$ cat config.mk
export PLATFORM = sky130hd
export DESIGN_NAME = bus_slave_ram
export DESIGN_NICKNAME = d
export VERILOG_FILES = /design/src/rtl/bus_pkg.sv /design/src/rtl/bus_ram_be.sv /design/src/rtl/bus_slave_ram.sv
export SDC_FILE = /design/constraint.sdc
export NUM_CORES = 2
export LEC_CHECK = 0
export ABC_AREA = 1
export CAP_MARGIN = 20
export CORE_MARGIN = 2
export CORE_UTILIZATION = 30
export CTS_CLUSTER_DIAMETER = 30
export DETAILED_ROUTE_END_ITERATION = 12
export HOLD_SLACK_MARGIN = 0.02
export MAX_ROUTING_LAYER = met4
export PLACE_DENSITY_LB_ADDON = 0.15
export REMOVE_ABC_BUFFERS = 1
export SLEW_MARGIN = 15
export SYNTH_ARGS = -nofsm -noshare
export SYNTH_HDL_FRONTEND = slang
export SYNTH_HIERARCHICAL = 1
export SYNTH_SLANG_ARGS = --single-unit
$ cat constraint.sdc
create_clock -name clk -period 4.7 [get_ports clk]
set_clock_uncertainty 0.2 [all_clocks]
set_input_delay 0.47 -clock clk [delete_from_list [all_inputs] [get_ports clk]]
set_output_delay 0.47 -clock clk [all_outputs]
set_load 0.01 [all_outputs]
$ cat src/rtl/bus_pkg.sv
// Shared definitions for the bus slave RAM: FSM states, response codes and
// default bus widths.
package bus_pkg;

    // Default geometry of the slave as seen from the interconnect.
    localparam int unsigned AddrWDef   = 8;
    localparam int unsigned DataWDef   = 32;
    localparam int unsigned DepthDef   = 64;
    localparam int unsigned WaitCycDef = 2;

    // Response codes carried on the err line alongside ready.
    localparam logic RespOkay = 1'b0;
    localparam logic RespErr  = 1'b1;

    // Transaction FSM states.
    typedef enum logic [1:0] {
        StIdle = 2'd0,
        StWait = 2'd1,
        StResp = 2'd2
    } state_e;

    // Wait-state counter width; a zero-wait build still keeps one bit.
    function automatic int unsigned cnt_width(input int unsigned wait_cyc);
        return (wait_cyc == 0) ? 1 : $clog2(wait_cyc + 1);
    endfunction

endpackage

$ cat src/rtl/bus_ram_be.sv
// Byte-enabled synchronous word array with a registered read port.
// The read register clears to zero on any cycle without a read request, so the
// slave's rdata is zero everywhere except the single response cycle.
module bus_ram_be #(
    parameter int unsigned DATA_W = 32,
    parameter int unsigned DEPTH  = 64,
    parameter int unsigned IDX_W  = 6
) (
    input  logic                clk_i,
    input  logic                rst_i,
    input  logic                req_i,
    input  logic                we_i,
    input  logic [IDX_W-1:0]    idx_i,
    input  logic [DATA_W-1:0]   wdata_i,
    input  logic [DATA_W/8-1:0] be_i,
    output logic [DATA_W-1:0]   rdata_o
);

    localparam int unsigned BeW = DATA_W / 8;

    logic [DATA_W-1:0] mem_q [DEPTH];
    logic [DATA_W-1:0] rd_q;

    // Storage is intentionally not reset; only enabled byte lanes are written.
    always_ff @(posedge clk_i) begin
        if (req_i && we_i) begin
            for (int i = 0; i < int'(BeW); i++) begin
                if (be_i[i]) begin
                    mem_q[idx_i][8*i +: 8] <= wdata_i[8*i +: 8];
                end
            end
        end
    end

    // Registered read port, zero outside a read access.
    always_ff @(posedge clk_i or posedge rst_i) begin
        if (rst_i) begin
            rd_q <= '0;
        end else if (req_i && !we_i) begin
            rd_q <= mem_q[idx_i];
        end else begin
            rd_q <= '0;
        end
    end

    assign rdata_o = rd_q;

endmodule

$ cat src/rtl/bus_slave_ram.sv
// Memory-mapped RAM slave behind the bus_all interconnect.
// A request is captured in IDLE, held for WAIT_CYC wait states, and answered
// with a one-cycle ready strobe. The memory access happens on the edge that
// enters RESP, so a write abandoned by reset during WAIT never lands.
// Build option: define BUS_SLAVE_ERR_EN to flag addr >= DEPTH as an error
// (write dropped, read data zero); otherwise the address wraps modulo DEPTH.
module bus_slave_ram
    import bus_pkg::*;
#(
    parameter int unsigned ADDR_W   = AddrWDef,
    parameter int unsigned DATA_W   = DataWDef,
    parameter int unsigned DEPTH    = DepthDef,
    parameter int unsigned WAIT_CYC = WaitCycDef
) (
    input  logic                clk,
    input  logic                rst,
    input  logic                sel,
    input  logic                we,
    input  logic [ADDR_W-1:0]   addr,
    input  logic [DATA_W-1:0]   wdata,
    input  logic [DATA_W/8-1:0] be,
    output logic                ready,
    output logic [DATA_W-1:0]   rdata,
    output logic                err
);

    localparam int unsigned BeW  = DATA_W / 8;
    localparam int unsigned IdxW = (DEPTH > 1) ? $clog2(DEPTH) : 1;
    localparam int unsigned CntW = cnt_width(WAIT_CYC);

    localparam logic [CntW-1:0] CntLoad = (WAIT_CYC > 0) ? CntW'(WAIT_CYC - 1) : '0;

    state_e            state_q, state_d;
    logic [CntW-1:0]   cnt_q, cnt_d;

    logic              we_q;
    logic [ADDR_W-1:0] addr_q;
    logic [DATA_W-1:0] wdata_q;
    logic [BeW-1:0]    be_q;

    logic              capture;
    logic              access;

    logic              acc_we;
    logic [ADDR_W-1:0] acc_addr;
    logic [DATA_W-1:0] acc_wdata;
    logic [BeW-1:0]    acc_be;
    logic [IdxW-1:0]   acc_idx;
    logic              acc_oor;
    logic              ram_req;

    // Next-state and wait counter; access marks the edge that enters RESP.
    always_comb begin
        state_d = state_q;
        cnt_d   = cnt_q;
        capture = 1'b0;
        access  = 1'b0;
        unique case (state_q)
            StIdle: begin
                if (sel) begin
                    capture = 1'b1;
                    if (WAIT_CYC == 0) begin
                        state_d = StResp;
                        access  = 1'b1;
                    end else begin
                        state_d = StWait;
                        cnt_d   = CntLoad;
                    end
                end
            end
            StWait: begin
                if (cnt_q == '0) begin
                    state_d = StResp;
                    access  = 1'b1;
                end else begin
                    cnt_d = cnt_q - 1'b1;
                end
            end
            StResp: begin
                state_d = StIdle;
            end
            default: begin
                state_d = StIdle;
            end
        endcase
    end

    // State register and wait counter.
    always_ff @(posedge clk or posedge rst) begin
        if (rst) begin
            state_q <= StIdle;
            cnt_q   <= '0;
        end else begin
            state_q <= state_d;
            cnt_q   <= cnt_d;
        end
    end

    // Holding registers for the captured request.
    always_ff @(posedge clk or posedge rst) begin
        if (rst) begin
            we_q    <= 1'b0;
            addr_q  <= '0;
            wdata_q <= '0;
            be_q    <= '0;
        end else if (capture) begin
            we_q    <= we;
            addr_q  <= addr;
            wdata_q <= wdata;
            be_q    <= be;
        end
    end

    // Zero-wait accesses happen on the capture edge, so they use the live inputs.
    always_comb begin
        if (state_q == StIdle) begin
            acc_we    = we;
            acc_addr  = addr;
            acc_wdata = wdata;
            acc_be    = be;
        end else begin
            acc_we    = we_q;
            acc_addr  = addr_q;
            acc_wdata = wdata_q;
            acc_be    = be_q;
        end
    end

    assign acc_idx = acc_addr[IdxW-1:0];

`ifdef BUS_SLAVE_ERR_EN
    localparam logic [ADDR_W:0] DepthExt = (ADDR_W + 1)'(DEPTH);

    logic err_q;

    assign acc_oor = ({1'b0, acc_addr} >= DepthExt);

    // Error flag is loaded with the response and cleared the cycle after.
    always_ff @(posedge clk or posedge rst) begin
        if (rst) begin
            err_q <= RespOkay;
        end else if (access && acc_oor) begin
            err_q <= RespErr;
        end else begin
            err_q <= RespOkay;
        end
    end

    assign err = err_q;
`else
    // Address wraps modulo DEPTH; bits above the index are don't-care.
    if (IdxW < ADDR_W) begin : g_addr_hi
        logic unused_addr_hi;
        assign unused_addr_hi = ^acc_addr[ADDR_W-1:IdxW];
    end

    assign acc_oor = 1'b0;
    assign err     = RespOkay;
`endif

    assign ram_req = access && !acc_oor;

    bus_ram_be #(
        .DATA_W (DATA_W),
        .DEPTH  (DEPTH),
        .IDX_W  (IdxW)
    ) u_ram (
        .clk_i   (clk),
        .rst_i   (rst),
        .req_i   (ram_req),
        .we_i    (acc_we),
        .idx_i   (acc_idx),
        .wdata_i (acc_wdata),
        .be_i    (acc_be),
        .rdata_o (rdata)
    );

    assign ready = (state_q == StResp);

endmodule
**Signal metal coverage by tile**

The die is cut into 28 by 28 equal tiles; dark purple is low, yellow is high, scaled to the fullest tile. Values are wire area over tile area, all layers added.
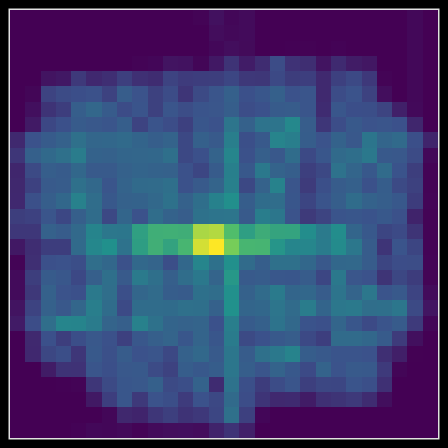
The mean over all tiles is 0.15. 22% of the tiles are nearly empty. 2.8% of the tiles are over half the peak.

**Placement density heat map**

Scale bar: 200 um. The die is cut into 28 by 28 equal tiles; dark purple is low, yellow is high, 0 to 100% covered.
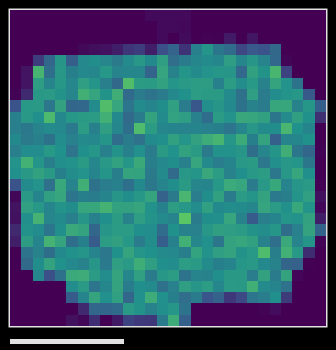
21% of the tiles are nearly empty. The fullest tile reaches 73%. The mean over all tiles is 36%.

==> impl_metrics.json <==
{
  "firstDrtPassIters": 6,
  "clock_sinks": 2127,
  "slowest_delay_ns": 0.98,
  "grt_overflow": 0,
  "ys_chip_area_mm2": 0.0908,
  "synth-simple-area-share_pct": 26.1,
  "worstSetupEndpointType": "flip-flop",
  "grt_pass1_vias": 63000,
  "nWellTaps": 3978,
  "pre_cts_slack_ns": 0.129,
  "synth_cell_types": 29,
  "timing.max_cap.violations": 0,
  "postRouteAntennaNets": 0,
  "ir_drop_uv": 1330,
  "via_count": 63700,
  "globalRouteTotalUtil_pct": 19.2,
  "seq_share_pct": 55.2,
  "syn_avg_cell_area_um2": 10.0,
  "grt_max_degree": 151,
  "ff_type": "edfxtp_1",
  "htree_levels": 6,
  "cts.clk_slew.worst_paths_ns": 0.04,
  "finalCritPeriodShare_pct": 98.8,
  "root_buffer": "clkbuf_16",
  "status": "finished, final reports clean",
  "drive_gt1_share_pct": 12.0,
  "n_antenna_cell": 11,
  "io_pins": 82,
  "core_area_mm2": 0.302,
  "rsz0062_at_grt": "true",
  "die_x_um": 554,
  "dieHeight_um": 554,
  "fp_util_pct": 30.1,
  "critPathKind": "flip-flop to flip-flop",
  "netlist_area_mm2": 0.0908,
  "finalMaxSlewViolations": 0,
  "crit_chain": "nor2_8 > nand2_1 > nand2_1 > inv_2 > nor3_2 > nand2_1 > nor2_1 > buf_4",
  "dominant_cells": "registers",
  "holdWs_ns": 0.0753,
  "slowest_stage": "nand2_1",
  "p_per_area_mw_per_mm2": 802,
  "required_ns": 5.09,
  "first_iter_violations": 4986,
  "clk_share_pct": 15.1,
  "arrival_ns": 5.03,
  "n_clock_buffer": 652,
  "insertion_delay_ns": 0.91,
  "hold_violations": 0,
  "log.warning_count": 65,
  "postLayoutSetupSlackWorst_ns": 0.0573
}
==> path summary, 6_finish.rpt <==
check	start	to	slack, ns	depth (start not counted)
max	state_q[1]$_DFFE_PP0P_	u_ram/mem_q[14][27]$_DFFE_PP_	0.06	8
min	wdata[18]	wdata_q[18]$_DFFE_PP0P_	0.08	3
max reg2reg	state_q[1]$_DFFE_PP0P_	u_ram/mem_q[14][27]$_DFFE_PP_	0.06	8
min reg2reg	be_q[0]$_DFFE_PP0P_	be_q[0]$_DFFE_PP0P_	0.26	2
max in group asynchronous	rst	wdata_q[19]$_DFFE_PP0P_	2.58	4
min in group asynchronous	rst	be_q[3]$_DFFE_PP0P_	0.61	3
==> synth_stat cells, types with 2 or more instances <==
library cell / instances / area, um2
buf_1: 23 / 86.3
nor2_4: 4 / 45.0
o211ai_1: 7 / 52.6
nor2_1: 352 / 1320
o21ai_2: 5 / 43.8
or2_2: 2 / 12.5
buf_2: 192 / 961
o21ai_1: 10 / 50.1
a21oi_1: 53 / 265
buf_4: 32 / 240
inv_4: 2 / 12.5
nor3_1: 8 / 40.0
nand2_1: 5876 / 22100
inv_1: 47 / 176
clkbuf_1: 154 / 578
buf_6: 78 / 878
buf_12: 2 / 40.0
edfxtp_1: 2048 / 61500
nor2_2: 5 / 31.3
dfrtp_1: 79 / 1980
inv_2: 2 / 7.51
o21ai_0: 37 / 185
nand3_1: 37 / 185
==> where the power goes <==
| part | internal [W] | total (W) | leakage, nW | switching [W] |
|---|---|---|---|---|
| logic | 0.00732 | 0.0319 | 20.1 | 0.0246 |
| registers | 0.0251 | 0.0253 | 19.5 | 0.000204 |
| clock network | 0.0240 | 0.0350 | 8.36 | 0.0111 |
==> repair_timing <==
action | CTS | global route
endpoints found under the setup margin | 0 | 39
hold endpoints to repair | 57 | 0
gates resized | 0 | 1
hold buffers | 41 | 0
buffers inserted | 0 | 0
==> metal layers <==
layer | part of all wire [%] | vias to the layer above | GRT usage [%]
met2 | 46 | 1758 | 30.1
met1 | 44 | 30900 | 24.6
li1 | - | 30500 | -
met3 | 5.9 | 547 | 3.84
met5 | 0 | - | -
met4 | 3.4 | 0 | 6.77
==> flip-flops by register name, indices dropped and copies added (netlist names) <==
register	flops
addr_q	6
be_q	4
cnt_q	2
state_q	2
u_ram/mem_q	2048
u_ram/rdata_o	32
wdata_q	32
we_q	1
==> through the flow <==
step / instance area, um2 / util, % / std cells / power, W / setup TNS [ns]
global placement: 97200 / 32.2 / 13000 / 0.0579 / 0
floorplan: 88000 / - / 8579 / 0.0353 / -
CTS: 115000 / 38.1 / 14000 / 0.0934 / 0
detailed placement: 97200 / 32.2 / 13000 / 0.0580 / 0
finish: 115000 / 38.1 / 14000 / 0.0923 / 0
global route: 115000 / 38.1 / 14000 / 0.0977 / -0.846
==> critical path, delay by kind of cell, from the launching register on <==
family | cells | cell delay (ns)
buffers and inverters | 2 | 0.39
flip-flops | 1 | 0.55
AND/OR/NAND/NOR | 6 | 3.15
Power and IR drop assume default switching activity.
